===== src/rtl/ctrl_rep_pixel_pkg.sv =====
// ctrl_rep_pixel_pkg
// Shared definitions for the pixel-replication sequencer and anything else
// that needs to agree with it (datapath, VGA readout):
//   estado_t      sequencer state encoding
//   SEL_*         fator_sel codes
//   FW            width of the replication factor F (holds 1, 2 or 4)
//   decode_fator  fator_sel -> F
package ctrl_rep_pixel_pkg;

  typedef enum logic [2:0] {
    OCIOSO  = 3'd0,
    LE      = 3'd1,
    CAPTURA = 3'd2,
    ESCREVE = 3'd3,
    FIM     = 3'd4
  } estado_t;

  localparam logic [1:0] SEL_X1       = 2'b00;
  localparam logic [1:0] SEL_X2       = 2'b01;
  localparam logic [1:0] SEL_X4       = 2'b10;
  localparam logic [1:0] SEL_INVALIDO = 2'b11;

  localparam int FW = 3;

  // The invalid code never reaches the counters (it is rejected in OCIOSO),
  // so mapping it to 1 only keeps the function total.
  function automatic logic [FW-1:0] decode_fator(input logic [1:0] sel);
    case (sel)
      SEL_X1:  return 3'd1;
      SEL_X2:  return 3'd2;
      SEL_X4:  return 3'd4;
      default: return 3'd1;
    endcase
  endfunction

endpackage


===== src/rtl/ctrl_rep_pixel_gen_endereco.sv =====
// ctrl_rep_pixel_gen_endereco
// Source/destination address generator for pixel replication.
// Holds the source pixel counters (i row, j column) and the intra-block
// counters (ii row, jj column) and derives both RAM addresses from them.
// Ports:
//   clk, rst_n   clock / asynchronous active-low reset
//   clr          zero all counters (start of a frame)
//   adv          step the block walk by one write (jj inner, ii outer)
//   fator        replication factor F, held stable for the whole frame
//   rd_addr      i*LARGURA + j
//   wr_addr      (i*F+ii)*(LARGURA*F) + (j*F+jj)
//   ult_bloco    current write is the last of the F x F block
//   ult_pixel    (i,j) is the last source pixel of the frame
module ctrl_rep_pixel_gen_endereco
  import ctrl_rep_pixel_pkg::*;
#(
  parameter int LARGURA = 160,
  parameter int ALTURA  = 120,
  parameter int RA_W    = 15,
  parameter int WA_W    = 19
) (
  input  logic            clk,
  input  logic            rst_n,
  input  logic            clr,
  input  logic            adv,
  input  logic [FW-1:0]   fator,
  output logic [RA_W-1:0] rd_addr,
  output logic [WA_W-1:0] wr_addr,
  output logic            ult_bloco,
  output logic            ult_pixel
);

  localparam int IW = (ALTURA  > 1) ? $clog2(ALTURA)  : 1;
  localparam int JW = (LARGURA > 1) ? $clog2(LARGURA) : 1;

  logic [IW-1:0] i;
  logic [JW-1:0] j;
  logic [FW-1:0] ii;
  logic [FW-1:0] jj;

  logic fim_linha;
  logic ult_coluna;

  assign fim_linha  = (jj == fator - FW'(1));
  assign ult_bloco  = fim_linha && (ii == fator - FW'(1));
  assign ult_coluna = (j == JW'(LARGURA - 1));
  assign ult_pixel  = ult_coluna && (i == IW'(ALTURA - 1));

  // Nested walk: jj fastest, then ii, then j across the row, then i.
  // After the very last pixel i wraps to 0 so the counters never leave range.
  always_ff @(posedge clk or negedge rst_n) begin
    if (!rst_n) begin
      i  <= '0;
      j  <= '0;
      ii <= '0;
      jj <= '0;
    end else if (clr) begin
      i  <= '0;
      j  <= '0;
      ii <= '0;
      jj <= '0;
    end else if (adv) begin
      if (!fim_linha) begin
        jj <= jj + FW'(1);
      end else begin
        jj <= '0;
        if (!ult_bloco) begin
          ii <= ii + FW'(1);
        end else begin
          ii <= '0;
          if (ult_coluna) begin
            j <= '0;
            i <= ult_pixel ? '0 : i + IW'(1);
          end else begin
            j <= j + JW'(1);
          end
        end
      end
    end
  end

  // All operands are widened before multiplying so no product is truncated
  // below the full destination address width.
  logic [WA_W-1:0] linha_dst;
  logic [WA_W-1:0] coluna_dst;

  always_comb begin
    linha_dst  = WA_W'(i) * WA_W'(fator) + WA_W'(ii);
    coluna_dst = WA_W'(j) * WA_W'(fator) + WA_W'(jj);
    wr_addr    = linha_dst * (WA_W'(LARGURA) * WA_W'(fator)) + coluna_dst;
    rd_addr    = RA_W'(i) * RA_W'(LARGURA) + RA_W'(j);
  end

endmodule


===== src/rtl/ctrl_rep_pixel.sv =====
// ctrl_rep_pixel
// Sequencer for nearest-neighbour upscaling: reads each source pixel from a
// sync-read frame RAM and writes it as an F x F block into the destination
// frame RAM. F (1, 2 or 4) is latched when a frame starts.
// Ports:
//   clk, rst_n   clock / asynchronous active-low reset
//   start        frame request, only looked at while idle
//   fator_sel    00=x1 01=x2 10=x4 11=invalid
//   cancela      synchronous abort of a running frame
//   busy         frame in progress (LE/CAPTURA/ESCREVE)
//   done         one-cycle pulse at the end of a complete frame
//   erro         one-cycle pulse after a start with the invalid code
//   rd_en/rd_addr/rd_data    source RAM port, data one cycle after rd_en
//   wr_en/wr_addr/wr_data    destination RAM write port
// Every output is a flop or a decode of registered state/counters.
module ctrl_rep_pixel
  import ctrl_rep_pixel_pkg::*;
#(
  parameter  int LARGURA   = 160,
  parameter  int ALTURA    = 120,
  parameter  int FATOR_MAX = 4,
  parameter  int DW        = 8,
  localparam int RA_W      = $clog2(LARGURA * ALTURA),
  localparam int WA_W      = $clog2(LARGURA * ALTURA * FATOR_MAX * FATOR_MAX)
) (
  input  logic            clk,
  input  logic            rst_n,
  input  logic            start,
  input  logic [1:0]      fator_sel,
  input  logic            cancela,
  output logic            busy,
  output logic            done,
  output logic            erro,
  output logic            rd_en,
  output logic [RA_W-1:0] rd_addr,
  input  logic [DW-1:0]   rd_data,
  output logic            wr_en,
  output logic [WA_W-1:0] wr_addr,
  output logic [DW-1:0]   wr_data
);

  estado_t       estado;
  estado_t       estado_prox;
  logic [FW-1:0] fator_reg;
  logic [DW-1:0] pixel_reg;
  logic          erro_reg;
  logic          aceita;
  logic          erro_prox;
  logic          ult_bloco;
  logic          ult_pixel;

  ctrl_rep_pixel_gen_endereco #(
    .LARGURA (LARGURA),
    .ALTURA  (ALTURA),
    .RA_W    (RA_W),
    .WA_W    (WA_W)
  ) u_gen_endereco (
    .clk       (clk),
    .rst_n     (rst_n),
    .clr       (aceita),
    .adv       (estado == ESCREVE),
    .fator     (fator_reg),
    .rd_addr   (rd_addr),
    .wr_addr   (wr_addr),
    .ult_bloco (ult_bloco),
    .ult_pixel (ult_pixel)
  );

  always_ff @(posedge clk or negedge rst_n) begin
    if (!rst_n) begin
      estado    <= OCIOSO;
      fator_reg <= 3'd1;
      pixel_reg <= '0;
      erro_reg  <= 1'b0;
    end else begin
      estado   <= estado_prox;
      erro_reg <= erro_prox;
      if (aceita) begin
        fator_reg <= decode_fator(fator_sel);
      end
      if (estado == CAPTURA) begin
        pixel_reg <= rd_data;
      end
    end
  end

  // Cancel overrides every transition out of a non-idle state, which also
  // makes it win over a start arriving in the same cycle.
  always_comb begin
    estado_prox = estado;
    aceita      = 1'b0;
    erro_prox   = 1'b0;
    case (estado)
      OCIOSO: begin
        if (start) begin
          if (fator_sel == SEL_INVALIDO) begin
            erro_prox = 1'b1;
          end else begin
            aceita      = 1'b1;
            estado_prox = LE;
          end
        end
      end
      LE:      estado_prox = CAPTURA;
      CAPTURA: estado_prox = ESCREVE;
      ESCREVE: begin
        if (ult_bloco) begin
          estado_prox = ult_pixel ? FIM : LE;
        end
      end
      FIM:     estado_prox = OCIOSO;
      default: estado_prox = OCIOSO;
    endcase
    if (cancela && (estado != OCIOSO)) begin
      estado_prox = OCIOSO;
      aceita      = 1'b0;
    end
  end

  assign busy    = (estado == LE) || (estado == CAPTURA) || (estado == ESCREVE);
  assign done    = (estado == FIM);
  assign rd_en   = (estado == LE);
  assign wr_en   = (estado == ESCREVE);
  assign erro    = erro_reg;
  assign wr_data = pixel_reg;

endmodule


===== config.mk =====
export PLATFORM = sky130hd
export DESIGN_NAME = ctrl_rep_pixel
export DESIGN_NICKNAME = d
export VERILOG_FILES = /design/src/rtl/ctrl_rep_pixel_pkg.sv /design/src/rtl/ctrl_rep_pixel_gen_endereco.sv /design/src/rtl/ctrl_rep_pixel.sv
export SDC_FILE = /design/constraint.sdc
export NUM_CORES = 1
export LEC_CHECK = 0
export CAP_MARGIN = 10
export CORE_MARGIN = 2
export CORE_UTILIZATION = 59
export DETAILED_ROUTE_END_ITERATION = 6
export PLACE_DENSITY = 0.89
export SYNTH_ARGS = -nofsm -noshare
export SYNTH_HDL_FRONTEND = slang
export SYNTH_SLANG_ARGS = --single-unit

===== constraint.sdc =====
create_clock -name clk -period 11.5 [get_ports clk]
set_clock_uncertainty 0.1 [all_clocks]
set_input_delay 2.3 -clock clk [delete_from_list [all_inputs] [get_ports clk]]
set_output_delay 2.3 -clock clk [all_outputs]
set_load 0.01 [all_outputs]

==> out/summary.txt <==
Cells after Synth - 711
Cell Type Count - 54
GRT overflow - 0
Yosys xor share - 0.0822
Hold Path Class - reg -> reg
RSZ-0062 raised after global routing - no
Clock Power - 0.000108 W
DRT Wirelength - 12600 um
Status - finished, final reports clean
Critical Path AT - 7980 ps
Synth Seq Share - 0.148
Fa+ha+maj area frac - 0.351
Io pins - 61
Synth warn - 0
Die area - 11200 sq um
Critical path data required time - 9100 ps
P&R area growth vs syn - 12.7%
Placed Cells incl. Taps - 885
Synth logic family - adder cells
Final non-filler cell total - 893
Vias per inst - 5.55
Buffers on Ports - 60
Leak pwr - 3.45 nW
Max incr delay on CP - 770 ps
MaxCap Viol Count - 0
Clock share of power - 0.131
Vias in the first global route - 5234
Maximum vdd drop - 145 uV
Top Consumer - combinational logic
Hold slack - 411 ps
Yosys cell count - 711
Final period util - 0.903
Initial Utilization - 0.598
Comb. pwr - 0.000503 W
CTS clock-pin slew for the worst setup and hold paths - 70 ps
Slew Viols, Final - 0
Clock tree buffer depth - 2
Ant. Diodes - 0
DRT iter0 DRCs - 183
Max Fanout on Critical Path - 27
CP Class - reg -> out
Asr flop ratio synth - 1.00
Simple-gate share of the synthesized area - 0.207
Initial antenna violation count - 0
MUX area fraction - 0.0183
Dominant Register Cell - dfrtp_1
First-pass GRT wire length - 22300 um
Synth area leaders - ha_1 18%, fa_1 17%, dfrtp_1 14%, and2_1 7.5%, inv_1 5.9%
CTS tree - done
Most numerous logic cell after layout - inv_1
Yosys chip area - 6090 sq um
Final worst-path setup slack - 1120 ps
Root Buffer - clkbuf_8
CTS resizes - 0
Final Cell Area - 6870 sq um
## worst paths after layout
kind,startpoint,endpoint,cells past startpoint
max,fator_reg[1]$_DFFE_PN0P_,wr_addr[18],24
min,wr_data[0]$_DFFE_PN0P_,wr_data[0]$_DFFE_PN0P_,1
max reg2reg,fator_reg[0]$_DFFE_PN1P_,u_gen_endereco.i[3]$_DFFE_PN0P_,9
min reg2reg,wr_data[0]$_DFFE_PN0P_,wr_data[0]$_DFFE_PN0P_,1
max in group asynchronous,rst_n,fator_reg[0]$_DFFE_PN1P_,2
min in group asynchronous,rst_n,wr_data[2]$_DFFE_PN0P_,2
## cells in the mapped netlist (16+ instances only)
master    number
a21oi_1       36
and2_1        73
clkbuf_1      16
dfrtp_1       35
fa_1          53
ha_1          86
inv_1         95
nand2_1       59
nor2_1        35
o21ai_0       20
o21ai_1       16
xnor2_1       36
xor2_1        16
## per-layer routing
metal | global-route usage | up-vias | share of wire | wire, um
met5 | 0 | - | 0 | 0
li1 | - | 2421 | - | -
met2 | 0.436 | 148 | 0.52 | 6540
met4 | 0.0733 | 0 | 0.019 | 242
met3 | 0.0254 | 24 | 0.040 | 508
met1 | 0.292 | 2359 | 0.42 | 5330
## area by class of cell
class	instances	area, sq um
Sequential cell	36	902
Inverter	96	360
Multi-Input combinational cell	556	4720
Clock buffer	6	72.6
Clock inverter	2	35.0
Fill cell	768	3320
Timing Repair Buffer	61	608
Tap cell	136	170
## worst register-to-register path, stage by stage, from the launching register on
cell and delay [ps]:
dfstp_2 810, inv_1 200, ha_1 260, xor2_1 190, or3_4 380, a211oi_4 470
a21oi_2 200, nand2b_4 240, or2_4 300, o31ai_2 230
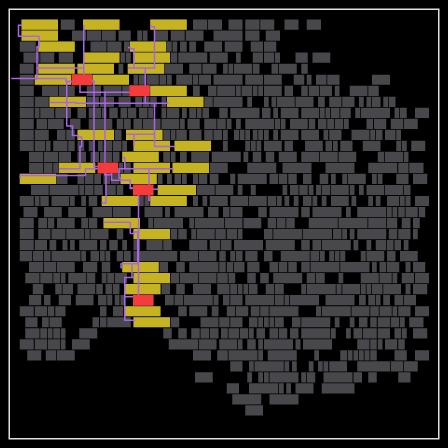
**Above:** clock network drawn from the DEF.
[red] cells driving clock nets | count: 5
[purple] clock wires | length: 419 um
[yellow] flip-flops | count: 36
routed clock nets: 6

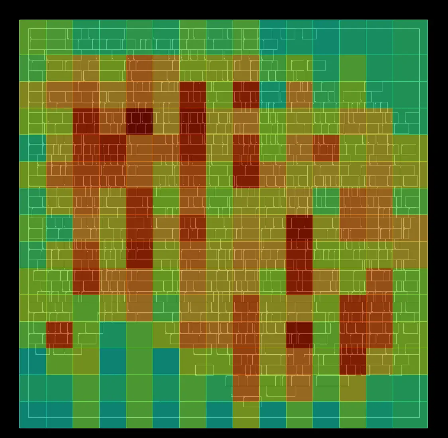
**Above:** congestion heat map.
GR Util met1: 0.292
grt met2 use: 0.436
Util after Layout: 0.674
GR Util All Layers: 0.237

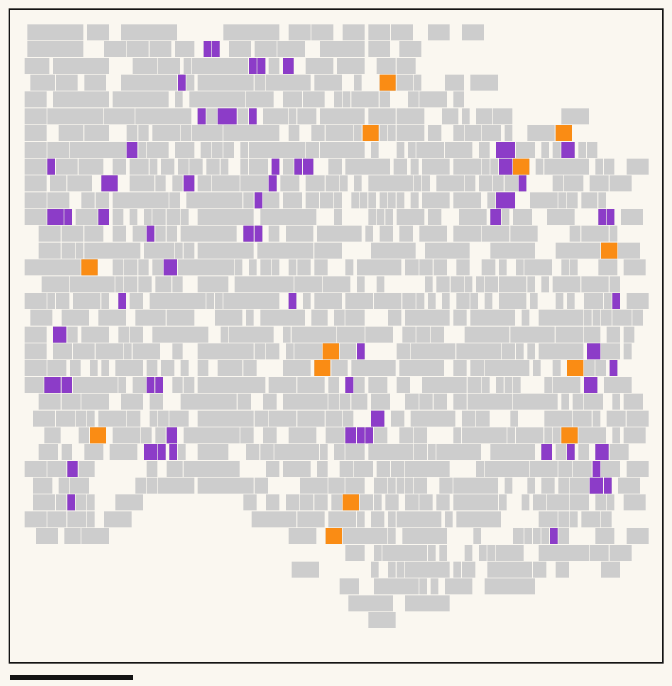
**Above:** gate-type map.
The bar under the picture is 20 um long.
[purple] NOR gates | cells: 63
[orange] AND-OR and OR-AND gates | cells: 13

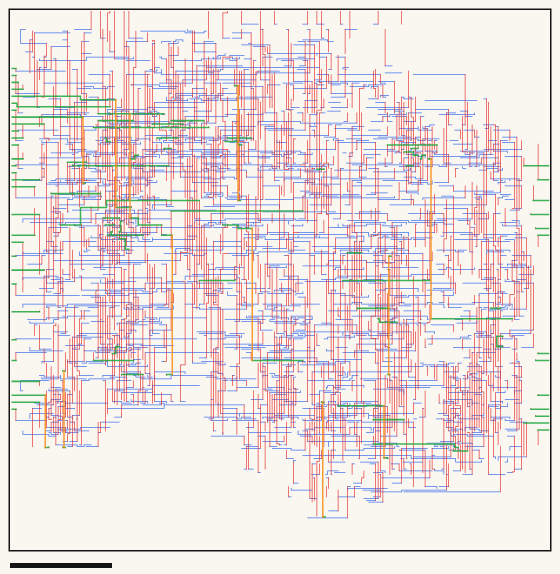
**Above:** metal layers overlaid.
The bar under the picture is 20 um long.
[red] met2 | wire length: 6540 um
[blue] met1 | wire length: 5330 um
[orange] met4 | wire length: 242 um
[green] met3 | wire length: 508 um

Power figures rest on the tool's default switching activity, not on a simulated workload.
